metal_stack.png
The bar under the picture is 20 µm long.
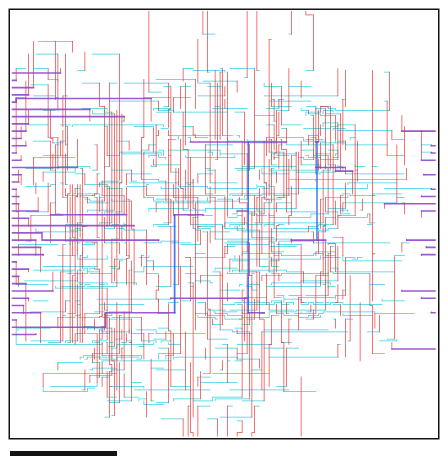
pins.png
Pins as bars across the die edge, other pins in gray.
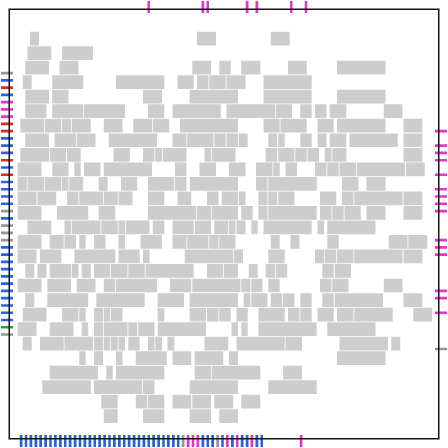
clock_map.png
The bar under the picture is 20 µm long.
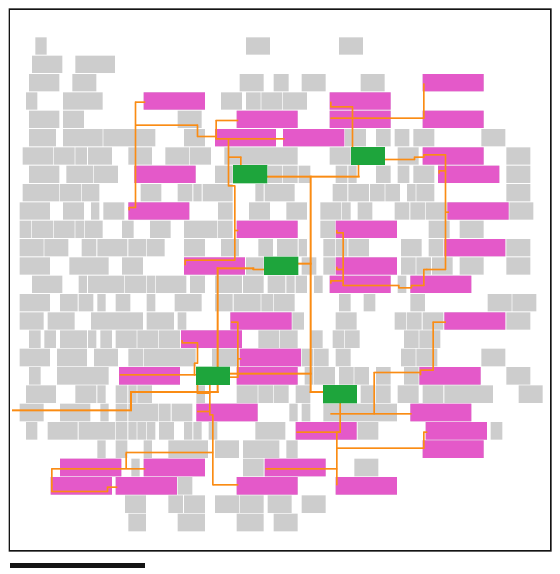
final_congestion.png
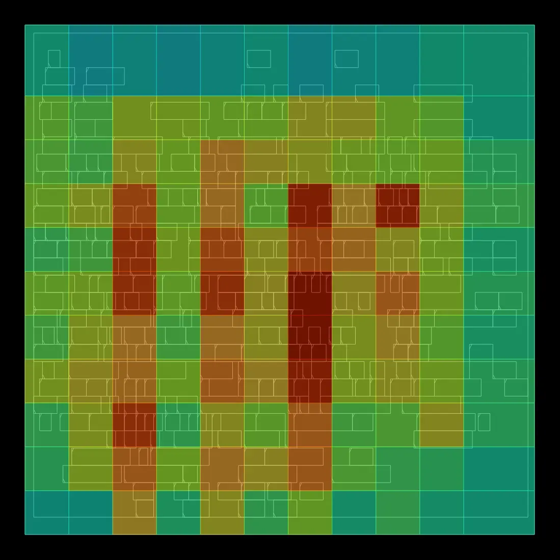
registers.png
Other sequential cells in the stronger gray, the rest of the logic in the fainter gray.
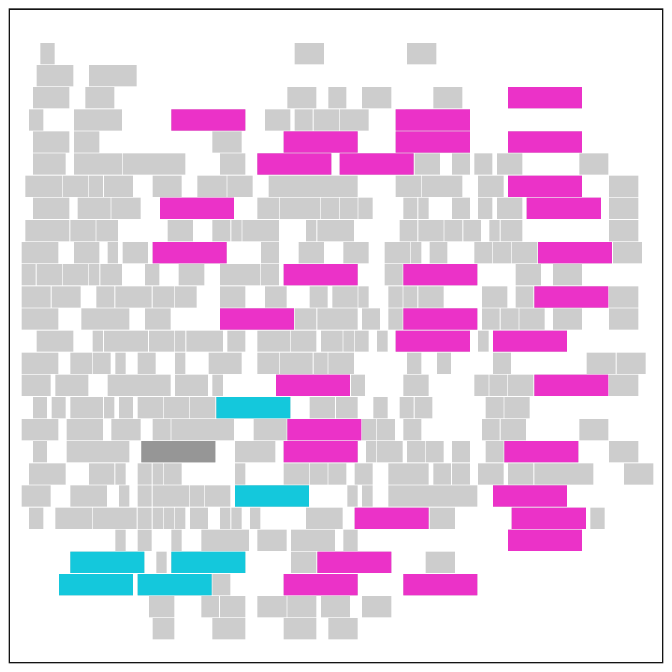
$ cat config.mk
export PLATFORM = sky130hd
export DESIGN_NAME = hazard_stall_ctrl
export DESIGN_NICKNAME = d
export VERILOG_FILES = /design/src/rtl/pipe_pkg.sv /design/src/rtl/mdu_busy_timer.sv /design/src/rtl/hazard_stall_ctrl.sv
export SDC_FILE = /design/constraint.sdc
export NUM_CORES = 1
export LEC_CHECK = 0
export CAP_MARGIN = 20
export CORE_UTILIZATION = 37
export DETAILED_ROUTE_END_ITERATION = 12
export GPL_TIMING_DRIVEN = 0
export PLACE_DENSITY = 0.77
export SKIP_CTS_REPAIR_TIMING = 1
export SLEW_MARGIN = 30
export SYNTH_ARGS = -nofsm -noshare
export SYNTH_HDL_FRONTEND = slang
export SYNTH_SLANG_ARGS = --single-unit
$ cat constraint.sdc
create_clock -name clk -period 2.9 [get_ports clk]
set_input_delay 0.725 -clock clk [delete_from_list [all_inputs] [get_ports clk]]
set_output_delay 0.725 -clock clk [all_outputs]
set_load 0.02 [all_outputs]
$ cat src/rtl/pipe_pkg.sv
// Shared MIPS pipeline constants: opcode/funct encodings and the MDU timer state type.
package pipe_pkg;

  localparam logic [5:0] OP_RTYPE = 6'b000000;
  localparam logic [5:0] OP_BEQ   = 6'b000100;
  localparam logic [5:0] OP_BNE   = 6'b000101;
  localparam logic [5:0] OP_SW    = 6'b101011;
  localparam logic [5:0] OP_SB    = 6'b101000;
  localparam logic [5:0] OP_J     = 6'b000010;
  localparam logic [5:0] OP_JAL   = 6'b000011;
  localparam logic [5:0] OP_LUI   = 6'b001111;

  localparam logic [5:0] F_SLL    = 6'b000000;
  localparam logic [5:0] F_SRL    = 6'b000010;
  localparam logic [5:0] F_SRA    = 6'b000011;
  localparam logic [5:0] F_MFHI   = 6'b010000;
  localparam logic [5:0] F_MFLO   = 6'b010010;
  localparam logic [5:0] F_MULT   = 6'b011000;
  localparam logic [5:0] F_MULTU  = 6'b011001;
  localparam logic [5:0] F_DIV    = 6'b011010;
  localparam logic [5:0] F_DIVU   = 6'b011011;

  typedef enum logic [0:0] {
    ST_RUN  = 1'b0,
    ST_BUSY = 1'b1
  } mdu_state_e;

endpackage

$ cat src/rtl/mdu_busy_timer.sv
// Tracks the fixed-latency MDU busy window: RUN until start, then BUSY for MDU_LAT cycles.
module mdu_busy_timer
  import pipe_pkg::*;
#(
  parameter int unsigned MDU_LAT = 32
) (
  input  logic clk,
  input  logic rst_n,
  input  logic start,
  output logic busy
);

  localparam int unsigned CntW = $clog2(MDU_LAT + 1);

  mdu_state_e      state_q, state_d;
  logic [CntW-1:0] cnt_q, cnt_d;

  always_ff @(posedge clk or negedge rst_n) begin
    if (!rst_n) begin
      state_q <= ST_RUN;
      cnt_q   <= '0;
    end else begin
      state_q <= state_d;
      cnt_q   <= cnt_d;
    end
  end

  always_comb begin
    state_d = state_q;
    cnt_d   = cnt_q;
    unique case (state_q)
      ST_RUN: begin
        if (start) begin
          state_d = ST_BUSY;
          cnt_d   = CntW'(MDU_LAT - 1);
        end
      end
      ST_BUSY: begin
        // cnt==0 marks the last busy cycle; the result is valid the cycle after.
        if (cnt_q == '0) begin
          state_d = ST_RUN;
        end else begin
          cnt_d = cnt_q - CntW'(1);
        end
      end
      default: begin
        state_d = ST_RUN;
        cnt_d   = '0;
      end
    endcase
  end

  assign busy = (state_q == ST_BUSY);

endmodule

$ cat src/rtl/hazard_stall_ctrl.sv
// Load-use / HI-LO hazard detection, branch flush and MDU issue control for the 5-stage core.
module hazard_stall_ctrl
  import pipe_pkg::*;
#(
  parameter int unsigned MDU_LAT = 32
) (
  input  logic        clk,
  input  logic        rst_n,
  input  logic [63:0] ifid_reg,
  input  logic        idex_memread,
  input  logic [4:0]  idex_rt,
  input  logic        branch_taken,
  output logic        pc_write,
  output logic        ifid_write,
  output logic        ifid_flush,
  output logic        idex_bubble,
  output logic        mdu_start,
  output logic        mdu_busy,
  output logic [31:0] stall_cycles
);

  logic [5:0] op, funct;
  logic [4:0] rs, rt;
  logic       rs_used, rt_used, is_md, is_mf;
  logic       load_use, md_hold, stall;
  logic [31:0] stall_cycles_q, stall_cycles_d;

  assign op    = ifid_reg[31:26];
  assign rs    = ifid_reg[25:21];
  assign rt    = ifid_reg[20:16];
  assign funct = ifid_reg[5:0];

  always_comb begin
    rs_used = 1'b1;
    if (op == OP_J || op == OP_JAL || op == OP_LUI) begin
      rs_used = 1'b0;
    end else if (op == OP_RTYPE && (funct == F_SLL || funct == F_SRL || funct == F_SRA)) begin
      rs_used = 1'b0;
    end
  end

  assign rt_used = (op == OP_RTYPE) || (op == OP_BEQ) || (op == OP_BNE) ||
                   (op == OP_SW) || (op == OP_SB);

  assign is_md = (op == OP_RTYPE) &&
                 (funct == F_MULT || funct == F_MULTU || funct == F_DIV || funct == F_DIVU);
  assign is_mf = (op == OP_RTYPE) && (funct == F_MFHI || funct == F_MFLO);

  assign load_use = idex_memread && (idex_rt != 5'd0) &&
                    ((rs_used && rs == idex_rt) || (rt_used && rt == idex_rt));

  assign md_hold = mdu_busy && (is_md || is_mf);
  assign stall   = (load_use || md_hold) && !branch_taken;

  // A flush during BUSY leaves the timer alone: the issuing op is older than the branch.
  assign mdu_start = !mdu_busy && is_md && !load_use && !branch_taken;

  mdu_busy_timer #(
    .MDU_LAT(MDU_LAT)
  ) u_mdu_busy_timer (
    .clk  (clk),
    .rst_n(rst_n),
    .start(mdu_start),
    .busy (mdu_busy)
  );

  always_comb begin
    pc_write    = 1'b1;
    ifid_write  = 1'b1;
    ifid_flush  = 1'b0;
    idex_bubble = 1'b0;
    if (branch_taken) begin
      ifid_flush  = 1'b1;
      idex_bubble = 1'b1;
    end else if (stall) begin
      pc_write    = 1'b0;
      ifid_write  = 1'b0;
      idex_bubble = 1'b1;
    end
  end

  always_comb begin
    stall_cycles_d = stall_cycles_q;
    if (stall && stall_cycles_q != 32'hFFFF_FFFF) begin
      stall_cycles_d = stall_cycles_q + 32'd1;
    end
  end

  always_ff @(posedge clk or negedge rst_n) begin
    if (!rst_n) begin
      stall_cycles_q <= '0;
    end else begin
      stall_cycles_q <= stall_cycles_d;
    end
  end

  assign stall_cycles = stall_cycles_q;

endmodule

==> notes.md <==
impl run done, here's what came out: status=finished, violations left, failing checks=negative setup slack, first-pass GRT wire length=approximately 9000 µm, setup TNS=-0.261 ns, GR Util met2=between 30 and 40%, chip area=between 6000 and 7000 µm², Required @ worst endpoint=2.17 ns, worst path cell trace=buf_8 -> or4_4 -> o21ai_4 -> a21oi_2 -> or4_4 -> inv_4 -> buf_6, Max-cap violations=0, core area=5920 µm², final worst slack=-0.119 ns, Mux cell area share=1.16%, Synthesis Warnings=0, main area contributors=dfrtp_1 43%, xnor2_1 10%, xor2_1 7.8%, Remaining DRCs=0, most numerous logic cell after layout=dfrtp_1, Placed Cells=roughly 370, fin area=approximately 3300 µm², Top cells excl fill/tap=39 x dfrtp_1, 38 x clkdlybuf4s50_1, 27 x xnor2_1, M1 WL=about 2300 µm, crit path max fanout=5, Crit path depth=7, CTS tree=done, Critical path buffers and inverters=3, GP Congestion=a little under 0.8, Die Width=~80 µm, Iteration-0 DRC Markers=approximately 64, Ant. Diodes=0, max FFs per register=32, capturing point of the worst reg2reg path=stall_cycles[21], ao+oa area frac=around 4.5%, layout cells sized above 1=between 20% and 30%, worst hold path class=in -> async, die height=~80 µm, synthesized area=~2300 µm², area share of the largest cell type after synthesis=roughly 43%, I/O pin cnt=around 110, Num CTS Buffers=5, final cell count without fillers=382, FP Rows=28, P&R area growth vs syn=48.1%, crit-path leading delay family=simple AND/OR/NAND/NOR gates, main flop type=dfrtp_1, initial antenna violation count=0, leakage power=around 1.6 nW, top-count cell post-synth=dfrtp_1, Max Freq=0.331 GHz, #FFs+latches synth=39, syn_area_per_cell=a little over 10 µm², Critical Path AT=between 2 and 2.5 ns, RSZ-0062 raised after global routing=true, Clock Path Buffers=2, DR pass1 iterations=4, Post-synth EDFFs=0, critical path class=in -> out, Reg2Reg Setup Slack=~0.7 ns, total power=between 0.0015 and 0.002 W, WHS=between 0.2 and 0.3 ns, pwr dens=roughly 460 nW/µm², H-tree levels=2, top layer in use=met4, Wirelength per Cell=14.6 µm, WL met2=2800 µm, Tcrit/Tclk final=104%, Layout Skew=between 0.003 and 0.004 ns, yosys stat chip area=2260 µm², fin nets=about 380, initial cell density of the core=about two fifths, tool warning count=roughly 70, Post-DP HPWL=about 4000 µm, Worst-path clk slew=roughly 0.070 ns, CP max-delay cell=or4_4, cell count after synthesis=224, vias in the first global route=about 1900, pre-CTS setup slack=-1.20 ns, origin of the critical flop-to-flop path=stall_cycles[0], gr ovfl total=0, Met3 Wirelength=approximately 370 µm, Rel. slew slack=a little under half, Post-synth top cells=39 x dfrtp_1, 27 x xnor2_1, 20 x xor2_1, 18 x and3_1, 16 x nand4_1, fraction of registers with async set/reset=100%, Max Slew Vio Count=0, count of cell types in the netlist=38, DR vias/cell=5.21, Hold Vio Cnt, Final=0, Synth Area in Simple Gates=27.9%, CP dominant cell by count=or4_4, I/O Buffers=~68, R2R depth=7, yosys cell count=between 200 and 250, Routed WL=approximately 5600 µm, Slew @ Worst Pin=a little over 0.8 ns, syn_nets=~300, total routing usage reported by global routing=between 10% and 20%, yosys adder share=~1.1%, Post-DRT Antenna Nets=0, CTS Sinks=39, post-synth top area cell=dfrtp_1, CP max stage delay=approximately 0.54 ns, XOR/XNOR Fraction of Synth Area=18.2%, CP startpoint kind=primary input, crit path capture type=output pin, vias=about 2000, sequential share of the synthesized area=between 40% and 50%, placed cell area=slightly above 3000 µm², Setup-failing EPs final=3, Largest logic family=simple AND/OR/NAND/NOR gates, CTS Root Cell=clkbuf_8, Clk Latency, worst-skew pair=around 0.29 ns, Max VDD drop=0.379 mV
Notes on metal_stack.png above:
met4 -> blue  # wire length 68.7 µm
met3 -> purple  # wire length 373 µm
met1 -> cyan  # wire length 2330 µm
met2 -> red  # wire length 2800 µm

Notes on pins.png above:
`clk` -> green  # pins 1, direction input, edge left
`idex_rt` -> red  # pins 5, direction input, edge left
`stall_cycles` -> magenta  # pins 32, direction output, edge 15 right, 7 bottom, 7 top, 3 left
`ifid_reg` -> blue  # pins 64, direction input, edge 42 bottom, 22 left
all pins by edge = 51 bottom, 37 left, 16 right, 7 top

Notes on clock_map.png above:
flip-flops -> magenta  # count 39
clock wires -> orange  # length 500 µm
cells driving clock nets -> green  # count 5
routed clock nets = 6

Notes on final_congestion.png above:
GR Util met3: 5.68%
Most Crowded Layer GR: met2
final core utilization: 56.5%
met1 usage: 20.2%

Notes on registers.png above:
`u_mdu_busy_timer.cnt_q` -> cyan  # placed flops 6, where bottom left
`stall_cycles` -> magenta  # placed flops 32

layout make-up:
class                   instances  area, µm²
multi-input cells             171       1300
inverters                       6       25.0
clock buffers                   6       72.6
fillers                       510       2570
plain buffers                   7       58.8
repair buffers                 76        763
clock inverters                 2       60.1
well taps                      75       93.8
flip-flops and latches         39        976
worst max-delay path by stage:
stage / startpoint / end
2_1_floorplan: idex_rt[1] / mdu_start
3_3_place_gp: ifid_reg[29] / mdu_start
3_5_place_dp: ifid_reg[29] / mdu_start
4_1_cts: ifid_reg[29] / mdu_start
5_1_grt: ifid_reg[20] / mdu_start
6_report: idex_rt[3] / mdu_start
report_power, final:
group          switching (W)  internal (W)  leakage [nW]  total (W)
registers          0.0000604      0.000598         0.526   0.000658
clock network       0.000190      0.000344        0.0654   0.000534
logic               0.000163      0.000167         0.973   0.000331
Power is estimated from default activity; no workload was simulated.
